### src/rtl/csa_seq_multiplier.sv
// Iterative RV32M multiplier: one partial product per cycle into a 3:2 carry-save
// accumulator, then a single carry-propagate resolve. Option macro: MUL_EARLY_EXIT_EN.
module csa_seq_multiplier #(
  parameter int WIDTH = 32
) (
  input  logic             clk_i,
  input  logic             rst_ni,
  input  logic             valid_i,
  output logic             ready_o,
  input  logic [1:0]       op_i,
  input  logic [WIDTH-1:0] A_i,
  input  logic [WIDTH-1:0] B_i,
  output logic             valid_o,
  input  logic             ready_i,
  output logic [WIDTH-1:0] result_o
);

  localparam int PW = 2 * WIDTH;

  localparam logic [1:0] OP_MUL    = 2'b00;
  localparam logic [1:0] OP_MULH   = 2'b01;
  localparam logic [1:0] OP_MULHSU = 2'b10;

  typedef enum logic [1:0] {
    IDLE,
    MUL,
    RESOLVE,
    DONE
  } state_t;

  function automatic logic [PW-1:0] csa_sum(input logic [PW-1:0] s,
                                            input logic [PW-1:0] c,
                                            input logic [PW-1:0] p);
    return s ^ c ^ p;
  endfunction

  // Majority shifted up one place; the carry out of the top bit is dropped.
  function automatic logic [PW-1:0] csa_carry(input logic [PW-1:0] s,
                                              input logic [PW-1:0] c,
                                              input logic [PW-1:0] p);
    logic [PW-1:0] maj;
    maj = (s & c) | (s & p) | (c & p);
    return {maj[PW-2:0], 1'b0};
  endfunction

  function automatic logic [WIDTH-1:0] magnitude(input logic [WIDTH-1:0] v,
                                                 input logic             neg);
    return neg ? (~v + 1'b1) : v;
  endfunction

  state_t           state_q, state_n;
  logic [1:0]       op_q;
  logic             neg_q;
  logic [PW-1:0]    a_sh_q;
  logic [WIDTH-1:0] b_sh_q;
  logic [PW-1:0]    sum_q, carry_q;
  logic [WIDTH-1:0] result_q;

  logic             a_neg, b_neg;
  logic [PW-1:0]    partial;
  logic [PW-1:0]    product, product_s;
  logic             last_iter;

`ifdef MUL_EARLY_EXIT_EN
  // Stop once no set multiplier bits remain above the one consumed this cycle.
  assign last_iter = (b_sh_q[WIDTH-1:1] == '0);
`else
  localparam int CW = (WIDTH > 1) ? $clog2(WIDTH) : 1;
  logic [CW-1:0] cnt_q;
  assign last_iter = (cnt_q == CW'(WIDTH - 1));
`endif

  assign a_neg     = ((op_i == OP_MULH) || (op_i == OP_MULHSU)) && A_i[WIDTH-1];
  assign b_neg     = (op_i == OP_MULH) && B_i[WIDTH-1];
  assign partial   = b_sh_q[0] ? a_sh_q : '0;
  assign product   = sum_q + carry_q;
  assign product_s = neg_q ? (~product + 1'b1) : product;

  assign ready_o  = (state_q == IDLE);
  assign valid_o  = (state_q == DONE);
  assign result_o = result_q;

  always_ff @(posedge clk_i) begin
    if (!rst_ni) state_q <= IDLE;
    else         state_q <= state_n;
  end

  always_comb begin
    state_n = state_q;
    case (state_q)
      IDLE:    if (valid_i) state_n = MUL;
      MUL:     if (last_iter) state_n = RESOLVE;
      RESOLVE: state_n = DONE;
      DONE:    if (ready_i) state_n = IDLE;
      default: state_n = IDLE;
    endcase
  end

  // Datapath: operand capture, carry-save iteration, final resolve.
  always_ff @(posedge clk_i) begin
    if (!rst_ni) begin
      op_q     <= '0;
      neg_q    <= 1'b0;
      a_sh_q   <= '0;
      b_sh_q   <= '0;
      sum_q    <= '0;
      carry_q  <= '0;
      result_q <= '0;
`ifndef MUL_EARLY_EXIT_EN
      cnt_q    <= '0;
`endif
    end else begin
      case (state_q)
        IDLE: begin
          if (valid_i) begin
            op_q    <= op_i;
            neg_q   <= a_neg ^ b_neg;
            a_sh_q  <= {{WIDTH{1'b0}}, magnitude(A_i, a_neg)};
            b_sh_q  <= magnitude(B_i, b_neg);
            sum_q   <= '0;
            carry_q <= '0;
`ifndef MUL_EARLY_EXIT_EN
            cnt_q   <= '0;
`endif
          end
        end
        MUL: begin
          sum_q   <= csa_sum(sum_q, carry_q, partial);
          carry_q <= csa_carry(sum_q, carry_q, partial);
          a_sh_q  <= a_sh_q << 1;
          b_sh_q  <= b_sh_q >> 1;
`ifndef MUL_EARLY_EXIT_EN
          cnt_q   <= cnt_q + 1'b1;
`endif
        end
        RESOLVE: begin
          result_q <= (op_q == OP_MUL) ? product_s[WIDTH-1:0] : product_s[PW-1:WIDTH];
        end
        default: ;
      endcase
    end
  end

endmodule

### config.mk
export PLATFORM = sky130hd
export DESIGN_NAME = csa_seq_multiplier
export DESIGN_NICKNAME = d
export VERILOG_FILES = /design/src/rtl/csa_seq_multiplier.sv
export SDC_FILE = /design/constraint.sdc
export NUM_CORES = 1
export LEC_CHECK = 0
export ABC_AREA = 1
export CAP_MARGIN = 20
export CORE_UTILIZATION = 40
export DETAILED_ROUTE_END_ITERATION = 16
export DONT_BUFFER_PORTS = 1
export HOLD_SLACK_MARGIN = 0.1
export PLACE_DENSITY = 0.66
export SYNTH_ARGS = -nofsm -noshare
export SYNTH_HDL_FRONTEND = slang
export SYNTH_SLANG_ARGS = --single-unit
### constraint.sdc
create_clock -name clk_i -period 5.3 [get_ports clk_i]
set_input_delay 0.53 -clock clk_i [delete_from_list [all_inputs] [get_ports clk_i]]
set_output_delay 0.53 -clock clk_i [all_outputs]
set_load 0.005 [all_outputs]
### Signal wires on met1

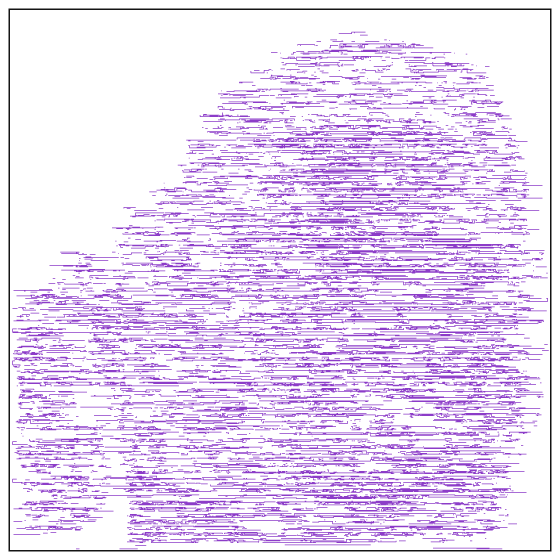
The layer carries 31.9 mm of wire. 3633 nets have wire on it.
wirelength, routed: 67400 um
grt met1 use: 0.342
number of vias after detailed routing: 21828

### Placement view

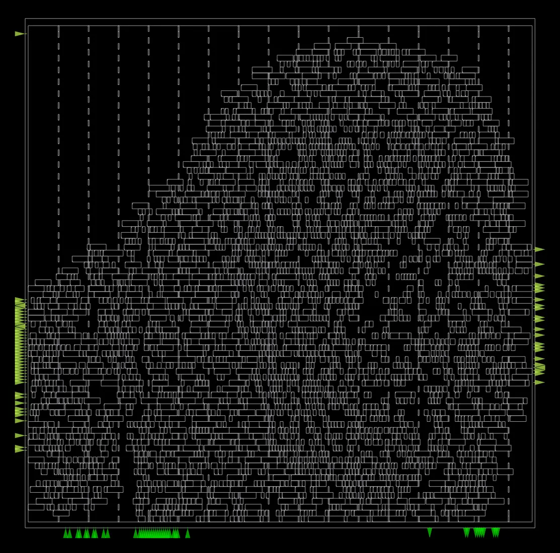
register share of the cell area: 0.229
std cell rows: 84
number of well-tap cells placed: 688
filler-free cell count of the finished design: 4275
Post-Route Utilization: 0.438

### Signal wires on met2

Cells faint in the background.
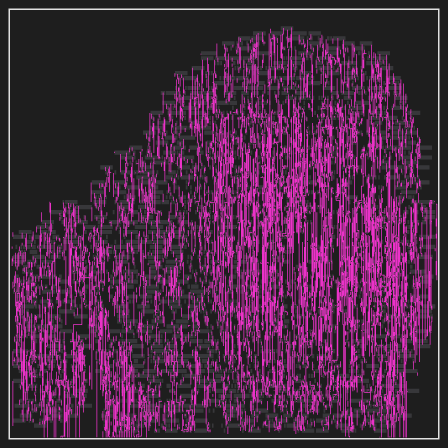
The longest straight run is 81.9 um. 2663 nets have wire on it.
met2 Usage GRT: 0.386

==> notes.md <==
Update from the flow run.

The run finished with clean final reports. The synthesized netlist occupies a cell area of ~22000 um^2. The share of flip-flops with an asynchronous set or reset after synthesis is 0. The placeable core region is roughly 53000 um^2. Note, the detailed placer reported a final HPWL of ~52000 um.

Clock latency on the worst-skew pair, taken at its later pin, is about 0.62 ns. The final timing report counts setup violations totalling 0. In this run the cell area measured after placement is between 20000 and 25000 um^2.

The summed negative setup slack over all endpoints is 0 ns. Counting instances in the post-synthesis netlist gives the leading cell types as nand2_1, inv_1, a21oi_1. The number of clock sinks is 265. According to the timing report, the critical path is launched from sum_q[1].

Data on the critical path is required at its endpoint by between 5 and 6 ns. Per the CTS log, the maximum H-tree level is 1. Counting only logic cells after layout, the most numerous master is nand2_1. The placement summary gives the final routability congestion estimate as 1.02. Leaving out fill and tap cells, the most frequent cells in the layout are nand2_1, inv_1, a21oi_1, nor2_1, dfxtp_1. The longest incremental delay of any stage on the critical path is reported as around 0.49 ns.

The share of the core area taken by cells at floorplan is 0.408. The design draws 6.89 mW. The part of the cycle the worst path needs is 0.696. Per the timing report, the most critical flop-to-flop path finishes at result_o[17].

Per the post-run analysis, buffers plus inverters along the critical path come to 0. The post-synthesis net count is approximately 3800. The final tally of hold violations is 0. The buffers inserted during post-CTS setup optimization is 0. The worst pin sits at a relative slew slack of 0.252.

Clock tree synthesis selected as its root buffer the cell clkbuf_16. The net count of the finished layout is 3768. In the synthesized netlist the dominant register cell turns out to be dfxtp_1. The area of combinational cells with multiple inputs is roughly 14000 um^2.

Setup repair after global routing left no endpoint under its margin. IR analysis of the VDD net gives a maximum drop of around 0.00062 V. The initial antenna violation count came to 1. The worst clock skew is around 0.026 ns.

The flop and latch count out of synthesis is around 270. The startpoint of the lowest-slack register-to-register path is sum_q[1]. Counting flops with a built-in enable in the synthesized netlist gives 0.

Yosys stat counts between 3000 and 4000 cells in the synthesized netlist. Max fanout on the critical path was recorded as 5. Per STA, the worst path is made up of ha_1 > fa_1 > nand3_1 > nand2_1 > nand3_1 > nand3_2 > nand2_1 > nand2_1 > nand2_1 > nand2_1 > nand2_1 > nand2_1 > nor2_1 > nand2_1 > nor2_1 > nand3_2 > nand2_2 > nand2_1 > nand2_1 > nand3_1 > a21oi_2. The chip area line of the yosys report is 21600 um^2. The layout stage reports a final design area of 23200 um^2. The number of buffers inserted by port buffering is 0. The maximum count of clock buffers along a single path is 3. Summing all flip-flop and latch instances after layout gives around 5300 um^2. The logic depth of the worst path, buffers included is 21. The layout has approximately 5800 filler cells. The cell type with the highest occurrence count on the critical path is nand2_1. The leakage dissipation is between 10 and 15 nW. between 100 and 150 I/O pins were placed. The number of max-capacitance violations reported is 0. The startpoint of the tightest hold check path is A_i[4]. The total clock buffers created by CTS is 31. The worst path in the final design needs a cycle of about 3.7 ns, including I/O delays and setup. For this sky-water flow run, the detailed-routed wirelength per cell is reported as between 15 and 20 um. Along the worst hold path, the cell count comes to 3. The gate-level netlist out of Yosys references between 40 and 50 unique cell types. The endpoint class of the critical path is a register. The clock transition at the registers of the reported paths is roughly 0.06 ns. The number of warning messages in the logs is 38. STA reports a reg2reg setup slack of between 1.5 and 2 ns. The sink of the worst hold path is a_sh_q[4]. Data arrives at the worst endpoint at 4.24 ns. The area growth from synthesis to final layout is 7.38%. Counting pins that exceed their max-slew limit in the final report gives 0. The cell class contributing the biggest share of worst-path delay is simple AND/OR/NAND/NOR gates. TritonCTS built the clock tree.

The die is 235 um wide. The chip area is around 55000 um^2. The vias per cell is between 5 and 6. The standard cell with the maximum stage delay on the critical path is fa_1.

Looking at area per cell type in the netlist, the leader is dfxtp_1. The Yosys step of the flow raised 0 warnings. The end point of the critical path is result_o[17]. The critical path is of the reg -> reg type. The mean instance size in the synthesized netlist is between 5 and 6 um^2. The synthesized instance count is around 3600. The maximum number of pins on one net before global-route repair is between 100 and 150. The first global-routing pass estimated between 100000 and 150000 um of wire. The transition time of the tightest slew-check pin is between 1 and 1.5 ns. By area the synthesized netlist is led by dfxtp_1, nand2_1, a21oi_1, inv_1, fa_1. The startpoint kind of the worst setup timing path is a register. The via count of the first global-routing pass is 19958.

In this run, the number of DRC markers left after iteration 0 of detailed routing was 1740. The remaining global-route overflow is 0. Per the post-route antenna check, the number of violating nets is 0. The first detailed-routing pass took 9 iterations. Final hold analysis gives a worst-case slack of 0.133 ns.

In this run the vertical extent of the chip is ~230 um. TritonRoute reported its final design rule violation total as 0. The area share of the largest cell type after synthesis is 0.245. Static timing analysis puts the maximum clock frequency at ~0.27 GHz. The global-route usage over all layers is 0.245. The class of the tightest hold or removal check is in -> reg.
==> per-stage QoR <==
stage / utilization / setup slack, ns / cells
after floorplan: - / 2.51 / 3634
after global placement: 0.418 / 1.75 / 4211
final: 0.438 / 1.61 / 4275
after global routing: 0.438 / 1.34 / 4274
after detailed placement: 0.418 / 1.72 / 4211
after CTS: 0.438 / 1.69 / 4274
==> where the power goes <==
group	leakage [nW]	switching [mW]	total [mW]	internal (mW)
clock	0.486	0.919	2.10	1.18
sequential	2.15	0.214	2.48	2.26
combinational	9.14	1.70	2.31	0.612
==> layer usage <==
layer,routed length (um),GRT usage,up-vias
met3,4420,0.0400,121
li1,-,-,11327
met2,28900,0.386,627
met4,2170,0.0746,0
met5,0,0,-
met1,31900,0.342,9753
==> state kept, by name, summed over array words and instances (netlist names) <==
| signal | count |
|---|---|
| b_sh_q | 32 |
| a_sh_q | 64 |
| sum_q | 64 |
| op_q | 2 |
| result_o | 32 |
| state_q | 2 |
| neg_q | 1 |
| carry_q | 63 |
| cnt_q | 5 |
==> area by class of cell <==
class	count	share of cell area
multi-input cells	2752	0.603
flip-flops and latches	265	0.229
inverters	492	0.0800
clock buffers	44	0.0385
well taps	688	0.0371
repair buffers	20	0.00862
clock inverters	13	0.00410
diodes	1	0.000108
==> cells by family (layout without fill, tap and decap cells) <==
kind of cell / after synthesis / count (layout) / share of synthesized area
fa+ha+maj: 136 / 136 / 0.101
simple gates: 1970 / 1970 / 0.378
compound gates: 603 / 603 / 0.150
other cells: 0 / 1 / 0
flops: 265 / 265 / 0.245
buf+inv: 617 / 569 / 0.108
xor+xnor: 43 / 43 / 0.0181
==> timing repair <==
action                                 CTS  global route
gates resized                            0             0
hold buffers                             6             0
endpoints found under the hold margin   40             0
Power is estimated from default activity; no workload was simulated.
